[config.mk]
export PLATFORM = sky130hd
export DESIGN_NAME = uart_rx_sampler
export DESIGN_NICKNAME = d
export VERILOG_FILES = /design/src/rtl/uart_pkg.sv /design/src/rtl/baud_tick_gen.sv /design/src/rtl/uart_rx_sampler.sv
export SDC_FILE = /design/constraint.sdc
export NUM_CORES = 1
export LEC_CHECK = 0
export CAP_MARGIN = 20
export CORE_MARGIN = 3
export CORE_UTILIZATION = 56
export DETAILED_ROUTE_END_ITERATION = 16
export GPL_ROUTABILITY_DRIVEN = 0
export PLACE_DENSITY = 0.86
export RECOVER_POWER = 100
export REMOVE_ABC_BUFFERS = 1
export SLEW_MARGIN = 25
export SYNTH_ARGS = -nofsm -noshare
export SYNTH_HDL_FRONTEND = slang
export SYNTH_SLANG_ARGS = --single-unit
[constraint.sdc]
create_clock -name clk -period 4.4 [get_ports clk]
set_input_delay 1.32 -clock clk [delete_from_list [all_inputs] [get_ports clk]]
set_output_delay 1.32 -clock clk [all_outputs]
set_load 0.05 [all_outputs]
[src/rtl/uart_pkg.sv]
// Shared constants and state encoding for the UART receive and transmit paths.
package uart_pkg;

  localparam int OVERSAMPLE = 16;
  localparam int SAMPLE_A   = 7;
  localparam int SAMPLE_B   = 8;
  localparam int SAMPLE_C   = 9;
  localparam int DATA_BITS  = 8;

  typedef logic [2:0] state_t;

  localparam state_t IDLE  = 3'd0;
  localparam state_t START = 3'd1;
  localparam state_t DATA  = 3'd2;
  localparam state_t STOP  = 3'd3;
  localparam state_t BREAK = 3'd4;

  function automatic logic majority3(input logic a, input logic b, input logic c);
    return (a & b) | (a & c) | (b & c);
  endfunction

endpackage

[src/rtl/baud_tick_gen.sv]
// Free-running divider producing a one-cycle tick every DIV clocks; DIV=1 ticks every cycle.
module baud_tick_gen #(
  parameter int DIV = 1
) (
  input  logic clk,
  input  logic reset,
  output logic tick
);

  localparam int CW = (DIV > 1) ? $clog2(DIV) : 1;
  localparam logic [CW-1:0] LAST = CW'(DIV - 1);

  if (DIV < 1) begin : g_div_check
    $error("baud_tick_gen: DIV must be >= 1");
  end

  logic [CW-1:0] cnt;

  assign tick = (cnt == LAST);

  always_ff @(posedge clk) begin
    if (reset) begin
      cnt <= '0;
    end else if (tick) begin
      cnt <= '0;
    end else begin
      cnt <= cnt + 1'b1;
    end
  end

endmodule

[src/rtl/uart_rx_sampler.sv]
// 8N1 receiver: 16x oversampling with 3-sample majority voting, start/stop validation
// and a one-entry valid/ready holding register for the downstream consumer.
module uart_rx_sampler
  import uart_pkg::*;
#(
  parameter int CLK_FREQ = 100_000_000,
  parameter int BAUD     = 9600
) (
  input  logic       clk,
  input  logic       reset,
  input  logic       RxD,
  input  logic       rx_ready,
  output logic [7:0] rx_data,
  output logic       rx_valid,
  output logic       frame_err,
  output logic       overrun,
  output logic       busy
);

  localparam int DIV = CLK_FREQ / (BAUD * OVERSAMPLE);
  localparam int SW  = $clog2(OVERSAMPLE);
  localparam logic [SW-1:0] S_LAST = SW'(OVERSAMPLE - 1);
  localparam logic [SW-1:0] S_A    = SW'(SAMPLE_A);
  localparam logic [SW-1:0] S_B    = SW'(SAMPLE_B);
  localparam logic [SW-1:0] S_C    = SW'(SAMPLE_C);
  localparam logic [2:0]    LAST_BIT = 3'(DATA_BITS - 1);

  logic                 tick;
  logic                 rx_m;
  logic                 rx_s;
  state_t               state;
  logic [SW-1:0]        s;
  logic [2:0]           bit_idx;
  logic [2:0]           samp;
  logic [DATA_BITS-1:0] shift;
  logic                 deliver;
  logic                 bit_maj;
  logic                 stop_maj;
  logic                 sampling;

  baud_tick_gen #(
    .DIV(DIV)
  ) u_tick (
    .clk  (clk),
    .reset(reset),
    .tick (tick)
  );

  always_ff @(posedge clk) begin
    if (reset) begin
      rx_m <= 1'b1;
      rx_s <= 1'b1;
    end else begin
      rx_m <= RxD;
      rx_s <= rx_m;
    end
  end

  // The stop decision happens on the third sample tick itself, so it votes with the live rx_s.
  assign bit_maj  = majority3(samp[0], samp[1], samp[2]);
  assign stop_maj = majority3(samp[0], samp[1], rx_s);
  assign sampling = tick && (state == START || state == DATA || state == STOP);
  assign busy     = (state != IDLE);

  always_ff @(posedge clk) begin
    if (reset) begin
      state     <= IDLE;
      s         <= '0;
      bit_idx   <= '0;
      samp      <= '0;
      shift     <= '0;
      deliver   <= 1'b0;
      frame_err <= 1'b0;
    end else begin
      deliver   <= 1'b0;
      frame_err <= 1'b0;

      if (sampling) begin
        s <= s + 1'b1;
        if (s == S_A) samp[0] <= rx_s;
        if (s == S_B) samp[1] <= rx_s;
        if (s == S_C) samp[2] <= rx_s;
      end

      case (state)
        IDLE: begin
          if (tick && !rx_s) begin
            state <= START;
            s     <= '0;
          end
        end
        START: begin
          if (tick && s == S_LAST) begin
            if (!bit_maj) begin
              state   <= DATA;
              bit_idx <= '0;
            end else begin
              state <= IDLE;
            end
          end
        end
        DATA: begin
          if (tick && s == S_LAST) begin
            shift <= {bit_maj, shift[DATA_BITS-1:1]};
            if (bit_idx == LAST_BIT) begin
              state <= STOP;
            end else begin
              bit_idx <= bit_idx + 1'b1;
            end
          end
        end
        STOP: begin
          if (tick && s == S_C) begin
            if (stop_maj) begin
              deliver <= 1'b1;
              state   <= IDLE;
            end else begin
              frame_err <= 1'b1;
              state     <= BREAK;
            end
          end
        end
        BREAK: begin
          if (rx_s) state <= IDLE;
        end
        default: state <= IDLE;
      endcase
    end
  end

  // A full register only takes the new byte when the consumer frees it in the same cycle.
  always_ff @(posedge clk) begin
    if (reset) begin
      rx_data  <= '0;
      rx_valid <= 1'b0;
      overrun  <= 1'b0;
    end else begin
      overrun <= 1'b0;
      if (deliver) begin
        if (!rx_valid || rx_ready) begin
          rx_data  <= shift;
          rx_valid <= 1'b1;
        end else begin
          overrun <= 1'b1;
        end
      end else if (rx_valid && rx_ready) begin
        rx_valid <= 1'b0;
      end
    end
  end

endmodule

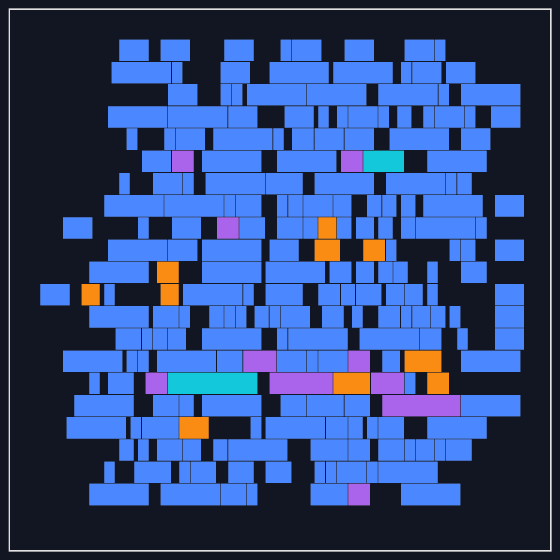
(sizing map)
drive 6 and up -> cyan  # cells 2
drive 3 to 4 -> purple  # cells 10, most used clkbuf_4
drive 1 or less -> blue  # cells 203, most used dfxtp_1
drive 2 -> orange  # cells 10, most used or2_2

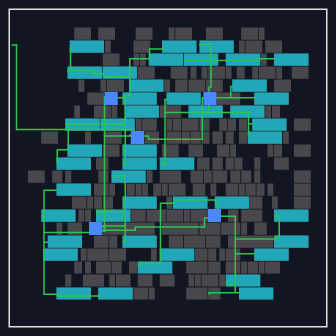
(clock distribution)
clock wires -> green  # length 459 µm
cells driving clock nets -> blue  # count 5
flip-flops -> cyan  # count 45
routed clock nets = 6
Clk. pwr: 0.000262 W
Worst Clk Skew: 4.80 ps

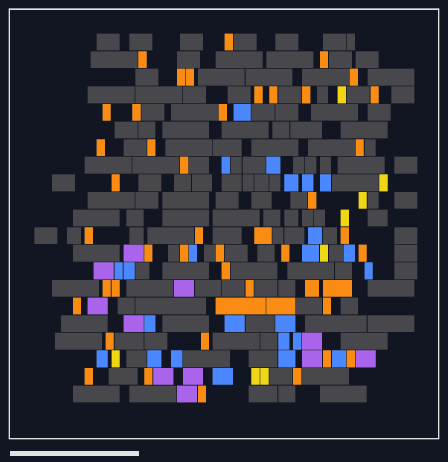
(gate-type map)
Scale bar: 20 µm.
NOR gates -> orange  # cells 46
XOR/XNOR gates -> purple  # cells 11
NAND gates -> blue  # cells 24
inverters -> yellow  # cells 8

[per-layer routing]
metal	track usage (%)	wire (µm)	up-vias
met2	28.0	1700	27
met5	0	0	-
li1	-	-	758
met4	9.14	54	0
met1	24.0	1620	685
met3	3.91	143	7
[final timing paths]
check,to,startpoint,cells after the start
setup / recovery,busy,state[2],2
hold / removal,rx_s,rx_m,1
setup reg to reg,shift[3],u_tick.cnt[0],7
hold reg to reg,rx_s,rx_m,1
[through the flow]
step	area, µm²	power, W	hold slack, ps	utilization [%]	instances
6_report	2260	0.000789	429	66.3	271
5_1_grt	2260	0.000830	450	66.3	271
4_1_cts	2280	0.000799	433	66.7	271
3_5_place_dp	2190	0.000538	399	64.1	263
3_3_place_gp	2190	0.000535	392	64.1	263
2_1_floorplan	1980	0.000509	389	-	201
==> Slide: Implementation Results <==
Flow Results at a Glance

Global routing
  • GRT Total Usage: 18.2%
  • Grt ovf: 0
  • Largest net degree at the start of global routing: 29
  • Initial antenna violation count: 0
  • Global-route wire length before repair: a little over 6 mm
  • Vias in the first global route: roughly 1400

Final layout
  • MI comb cells: 148
  • Max reg flops: 10
  • Logic share of the area: 45.6%
  • Largest regs: u_tick.cnt x10, rx_data x8, shift x8
  • Reg area: 901 µm²
  • Biggest Area Class: combinational gates
  • Clkbuf count: 6
  • Non-clock buffering overhead: 6.80%
  • Biggest register: u_tick.cnt
  • Share of cells above drive strength 1: 9.78%
  • Layout area overhead: 11.8%
  • Sequential share of cell area: 39.8%
  • Clk cell area share: 3.92%
  • Buffers, non-clock: 16
  • Logic area: approximately 0.0010 mm²
  • Fill cell count: about 290
  • Most used logic cell in the final layout: dfxtp_1
  • Flop count: 45
  • Logic inverters: 8
  • Top cells excl fill/tap: 45 x dfxtp_1, 41 x nor2_1, 19 x mux2i_1, 13 x dlygate4sd3_1, 9 x a21oi_1
  • Diodes inserted: 0
  • Nets@finish: ~240

Placement
  • Pre-CTS WS: between 1000 and 1500 ps
  • DP HPWL: 2.53 mm
  • IO buf count: 15

Detailed routing
  • Vias: 1477
  • Vias/cell: 5.45
  • ANT nets after route: 0
  • Wirelength per Cell: 13.0 µm
  • Drt first-iter violations: slightly above 100
  • # DRC: 0
  • WL final: 3.52 mm
  • DR pass1 iterations: 4

Run
  • Max cap viols: 0
  • Tool warnings: 28

Critical path
  • Crit Path Max Fanout: 11
  • Worst Setup Start Kind: flop
  • Critical Path Slowest Stage Cell: dlygate4sd3_1
  • CP delay by family, top: buffers and inverters
  • Critical path cell sequence: or3_1 -> dlygate4sd3_1
  • Worst EP arrival: around 2000 ps
  • CP max stage delay: 800 ps
  • CP Buf/Inv Count: 1
  • FF-to-FF setup slack: about 2100 ps
  • Kind of critical path: reg -> out
  • Crit. End Element: output port
  • Worst endpoint required time: 3080 ps

Floorplan
  • Die Area: 0.00438 mm²
  • Die height: 66.1 µm
  • Die width: 66.1 µm
  • Core Region: 0.00342 mm²
  • Core Rows: 21
  • Floorplan utilization: 59.3%
  • TAP cells: about 46
  • I/O Pins: 16

Clocking
  • PostCTS Resize Cnt: 0
  • Post-CTS Setup Repair Bufs: 0
  • Deepest clock path buffer count: 2
  • CTS tree: done
  • Number of CTS-inserted buffers: 5
  • Clk_lat worst skew: 350 ps
  • # hold bufs at CTS: 0
  • Clock sinks: 45
  • Clock slew at reported path FFs: 120 ps
  • H-tree levels: 2
  • Clk Tree Root Cell: clkbuf_4

Pwr
  • Reg power frac: 54.1%
  • Int Power: roughly 0.00059 W
  • Seq group: 0.000427 W
  • Top pwr grp: sequential cells
  • Maximum vdd ir drop: 0.287 mV
  • Net Sw Frac: 25.3%
  • Gate power share: approximately 13%
  • Part of the power in the clock network: 33.2%
  • P_comb: between 0.0001 and 0.00015 W
  • PwrDens: between 300 and 400 mW/mm²
  • Switching pwr: 0.000199 W
  • Pleak: 0.911 nW

STA
  • Final TNS setup: 0 ps
  • Final tally of hold violations: 0
  • Slew at the pin closest to its max-slew limit: between 1000 and 1500 ps
  • Fmax: 296 MHz
  • Final Cycle Share: 76.8%
  • Slew Limit Fails: 0
  • Slew HR: 21.8%
  • Final worst slack: between 1000 and 1500 ps
  • RSZ-0062 raised after global routing: false
  • Final setup fails: 0
  • Fin crit period: 3380 ps

Yosys
  • Simple-gate share of the synthesized area: 23.7%
  • EDFF count, synth: 0
  • Mapped Area: between 0.002 and 0.0025 mm²
  • Compound Share, Synth: 8.46%
  • Ys cells: roughly 210
  • Unique cell types: 44
  • Mean area per synthesized cell: 9.69 µm²
  • Dominant register cell: dfxtp_1
  • Synth warnings: 0
  • Yosys stat chip area: 0.00203 mm²
  • Post-synth top area share: 44.5%
  • Yosys xor share: 4.76%
  • Count leader, synth: dfxtp_1
  • Mux area share: a little under a tenth
  • Most frequent cells after synthesis: 45 x dfxtp_1, 41 x nor2_1, 19 x mux2i_1
  • Seq share, synth: 44.5%
  • Synth area leaders: dfxtp_1 44%, mux2i_1 9.4%, nor2_1 7.6%
  • Comb area leader: simple AND/OR/NAND/NOR gates
  • Cell type with the largest total area: dfxtp_1
  • Synth flops: approximately 45
  • Adders+Majority by Area: roughly 5.3%
  • Async S/R FF share, synth: 0%
  • Cells after Synth: between 200 and 250

Outcome
  • Status: finished, final reports clean

Hold path
  • Hold crit path type: reg -> reg
Power figures rest on the tool's default switching activity, not on a simulated workload.
